==> src/rtl/bin_count_gen.sv <==
// rtl/bin_count_gen.sv - up/down modulo binary counter with load and valid/ready output
// Optional SATURATE_EN: saturating count with level terminal-count flag.
module bin_count_gen #(
   parameter int WIDTH   = 4,
   parameter int MAX_VAL = (1 << WIDTH) - 1
) (
   input  logic             clk,
   input  logic             rst_n,
   input  logic             en,
   input  logic             up_dn,
   input  logic             load,
   input  logic [WIDTH-1:0] load_val,
   output logic             load_ack,
   output logic [WIDTH-1:0] bin_out,
   output logic             out_valid,
   input  logic             out_ready,
   output logic             tc
);

   localparam logic [1:0] IDLE  = 2'd0;
   localparam logic [1:0] RUN   = 2'd1;
   localparam logic [1:0] STALL = 2'd2;

   localparam logic [WIDTH-1:0] MAXV = WIDTH'(MAX_VAL);

   logic [1:0]       state, state_d;
   logic [WIDTH-1:0] bin_d, nxt, ld_val;
   logic             valid_d, ack_d, tc_d, wrapped;
   logic             free, xfer, load_acc;

   assign free     = !out_valid || out_ready;
   assign xfer     = out_valid && out_ready;
   assign load_acc = load && free;
   assign ld_val   = (load_val > MAXV) ? MAXV : load_val;

   // next() of the presented value; at a limit it either wraps or holds
   always_comb begin
      nxt     = bin_out;
      wrapped = 1'b0;
      if (up_dn) begin
         if (bin_out >= MAXV) begin
`ifdef SATURATE_EN
            nxt = MAXV;
`else
            nxt     = '0;
            wrapped = 1'b1;
`endif
         end else begin
            nxt = bin_out + WIDTH'(1);
         end
      end else begin
         if (bin_out == '0) begin
`ifdef SATURATE_EN
            nxt = '0;
`else
            nxt     = MAXV;
            wrapped = 1'b1;
`endif
         end else begin
            nxt = bin_out - WIDTH'(1);
         end
      end
   end

   always_comb begin
      bin_d   = bin_out;
      valid_d = out_valid;
      state_d = state;
      ack_d   = 1'b0;
      // load wins over both a simultaneous advance and en=0
      if (load_acc) begin
         bin_d   = ld_val;
         valid_d = 1'b1;
         state_d = RUN;
         ack_d   = 1'b1;
      end else if (xfer) begin
         bin_d   = nxt;
         valid_d = en;
         state_d = en ? RUN : IDLE;
      end else if (!out_valid) begin
         if (en) begin
            valid_d = 1'b1;
            state_d = RUN;
         end
      end else begin
         state_d = STALL;
      end
`ifdef SATURATE_EN
      tc_d = up_dn ? (bin_d == MAXV) : (bin_d == '0);
`else
      tc_d = xfer && !load_acc && wrapped;
`endif
   end

   always_ff @(posedge clk or negedge rst_n) begin
      if (!rst_n) begin
         state     <= IDLE;
         bin_out   <= '0;
         out_valid <= 1'b0;
         load_ack  <= 1'b0;
         tc        <= 1'b0;
      end else begin
         state     <= state_d;
         bin_out   <= bin_d;
         out_valid <= valid_d;
         load_ack  <= ack_d;
         tc        <= tc_d;
      end
   end

endmodule

==> config.mk <==
export PLATFORM = sky130hd
export DESIGN_NAME = bin_count_gen
export DESIGN_NICKNAME = d
export VERILOG_FILES = /design/src/rtl/bin_count_gen.sv
export SDC_FILE = /design/constraint.sdc
export NUM_CORES = 1
export LEC_CHECK = 0
export ABC_CLOCK_PERIOD_IN_PS = 2310
export CORE_AREA = 10 10 47 49
export DETAILED_ROUTE_END_ITERATION = 7
export DIE_AREA = 0 0 57 59
export GPL_ROUTABILITY_DRIVEN = 1
export PLACE_DENSITY = 0.66
export SYNTH_ARGS = -nofsm -noshare
export SYNTH_HDL_FRONTEND = slang
export SYNTH_SLANG_ARGS = --single-unit
==> constraint.sdc <==
create_clock -name clk -period 2.31 [get_ports clk]
set_input_delay 0.3465 -clock clk [delete_from_list [all_inputs] [get_ports clk]]
set_output_delay 0.3465 -clock clk [all_outputs]
set_load 0.02 [all_outputs]
### Placed standard cells

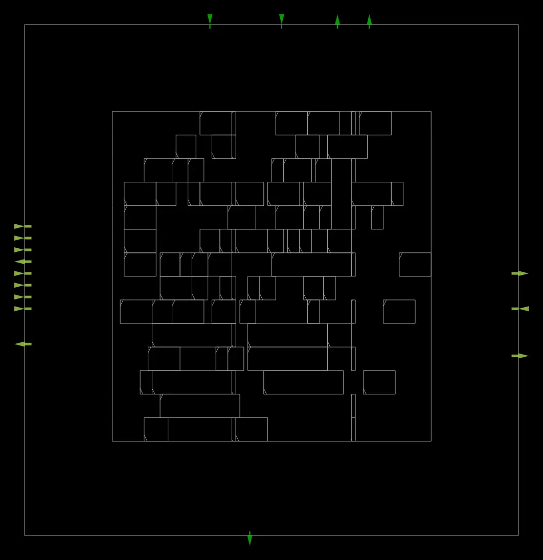
flop count: 7
Site Rows: 14
Core Region: 1400 sq um
Layout fillers: 145
flop share of the area: 26.6%

### Placement density heat map

11 x 12 tiles, from white (low) to dark blue (high), 0 to 100% covered.
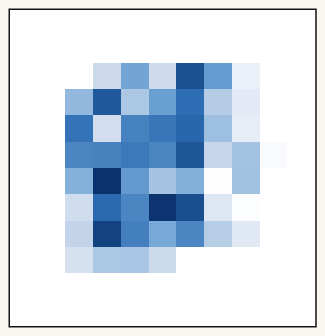
- mean over tiles: 19%
- nearly empty tiles: 61%
- emptiest ninth of the die: south-east
- tiles over 75% full: 7.6%

### Cells colored by class

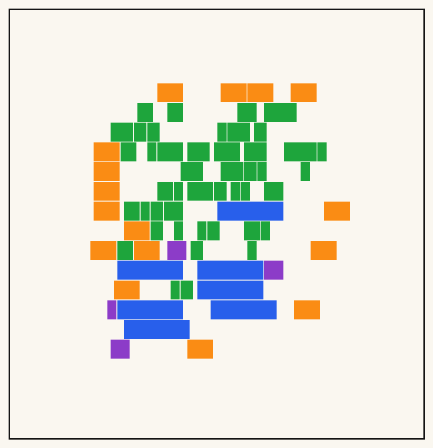
- remaining buffers and delay cells: orange (cells 16)
- clock drivers and dummy loads: purple (cells 4)
- remaining logic cells: green (cells 45)
- registers: blue (cells 7)

==> impl_metrics.env <==
# source this file to load flow results
export IMPL_signal_buffers=16
export IMPL_syn_instance_count=55
export IMPL_yosys_warnings=0
export IMPL_combAreaFraction_pct=39.2
export IMPL_cap_violations=0
export IMPL_grtUsageMet1_pct=7.15
export IMPL_top_logic_kind="AND-OR/OR-AND gates"
export IMPL_vdd_drop_max_v=0.000415
export IMPL_cp_top_family="buffers and inverters"
export IMPL_crit_chain="clkdlybuf4s50_1"
export IMPL_logic_gate_count=40
export IMPL_dp_slack_ns=0.426
export IMPL_max_slew_margin_pct=77.9
export IMPL_clock_skew_ns=0.00642
export IMPL_cp_required_ns=1.96
export IMPL_via_per_inst=5.20
export IMPL_cts_max_level=1
export IMPL_dpl_cell_area_sq_um=632
export IMPL_top_layer="met3"
export IMPL_cts_sinks=7
export IMPL_ff_type="dfrtp_1"
export IMPL_holdBufCountCts=0
export IMPL_muxShareOfSynthArea_pct=2.12
export IMPL_pg_clk_uw=108
export IMPL_yosys_area_share_aoi_pct=24.1
export IMPL_rr_endpoint="bin_out[0]$_DFFE_PN0P_"
export IMPL_power_density_nw_per_um2=845
export IMPL_worstSetupStartpoint="bin_out[2]$_DFFE_PN0P_"
export IMPL_lay_top_cells="16 x clkdlybuf4s50_1, 7 x dfrtp_1, 5 x inv_1, 5 x nand2_1, 5 x a21oi_1"
export IMPL_p_comb_uw=245
export IMPL_outcome="finished, final reports clean"
export IMPL_cts_setup_buffers=0
export IMPL_n_clock_buffer=4
export IMPL_antenna_left=0
export IMPL_simple_gate_area_share_pct=21.2
export IMPL_p_comb_share_pct=44.1
export IMPL_totalPowerFinal_uw=556
export IMPL_met1_length_microns=481
export IMPL_crit_fanout=11
export IMPL_gr_total_overflow=0
export IMPL_met3_usage_pct=6.44
export IMPL_cpPeakStageDelay_ns=0.68
export IMPL_setup_ws_ns=0.509
export IMPL_most_common_cell="dfrtp_1"
export IMPL_largest_reg_flops=4
export IMPL_p_seq_share_pct=36.4
export IMPL_ys_cells=55
export IMPL_async_flop_share_pct=100
export IMPL_gp_congestion=0.737
export IMPL_synth_flops=7
export IMPL_cts_tree="done"
export IMPL_n_antenna_cell=0
export IMPL_drc=0
export IMPL_ys_chip_area_sq_um=472
export IMPL_slowest_stage="clkdlybuf4s50_1"
export IMPL_die_x_microns=57
export IMPL_seqCellArea_sq_um=175
export IMPL_p_int_uw=343
export IMPL_inverters=5
export IMPL_final_cells=88
export IMPL_yosys_stat_seqShare_pct=37.1
export IMPL_clk_pin_slew_ns=0.05
export IMPL_first_global_vias=471
export IMPL_grt_usage_pct=7.84
export IMPL_wl_microns=1200
export IMPL_leakage_uw=0.000279
export IMPL_finalHoldViolCount=0
export IMPL_critPathLaunchType="flip-flop"
export IMPL_netlist_area_sq_um=472
export IMPL_clk_latency_ns=0.25
export IMPL_ys_types=30
export IMPL_chipArea_sq_um=3360
export IMPL_logic_area_sq_um=258
export IMPL_wl_per_cell_microns=13.7
export IMPL_nets=85
export IMPL_seq_power_uw=202
export IMPL_dominant_cells="combinational gates"
export IMPL_edf_count=0
export IMPL_crit_type="flip-flop to output port"
export IMPL_busiest_layer="met2"
export IMPL_setup_violations=0
export IMPL_rr_startpoint="bin_out[0]$_DFFE_PN0P_"
export IMPL_r2r_slack_ns=0.56
export IMPL_final_clk_cell_share_pct=3.99
export IMPL_top_cells_by_area="dfrtp_1 37%, a21oi_1 5.3%, ha_1 5.3%"
export IMPL_cts_root_buf="clkbuf_4"
export IMPL_worstHoldPathType="input pin to asynchronous set/reset pin"
export IMPL_adder_share_pct=5.31
export IMPL_dr_wl_met2_microns=566
export IMPL_final_cell_area_sq_um=658
export IMPL_dr_pass1_iters=4
export IMPL_buffer_area_share_pct=24.3
export IMPL_reg2regPathDepth=6
export IMPL_dp_cells=84
export IMPL_critical_path_cell_count=1
export IMPL_num_vias=458
export IMPL_power_leader="combinational logic"
export IMPL_rsz0062_at_grt="false"
export IMPL_syn_to_final_growth_pct=39.5
export IMPL_pin_count=17
export IMPL_fp_utilization_pct=33.7
export IMPL_dr_first_iter_drc_count=1
export IMPL_clock_fmax_ghz=0.555
export IMPL_clockBufferDepth=2
export IMPL_whs_ns=0.345
export IMPL_n_tap_cell=16
export IMPL_antenna_found_initial=0
export IMPL_arrival_ns=1.45
export IMPL_fin_crit_ns=1.80
export IMPL_ys_sh_xor_pct=1.86
export IMPL_grt_max_degree=12
export IMPL_report_final_slew_viol_count=0
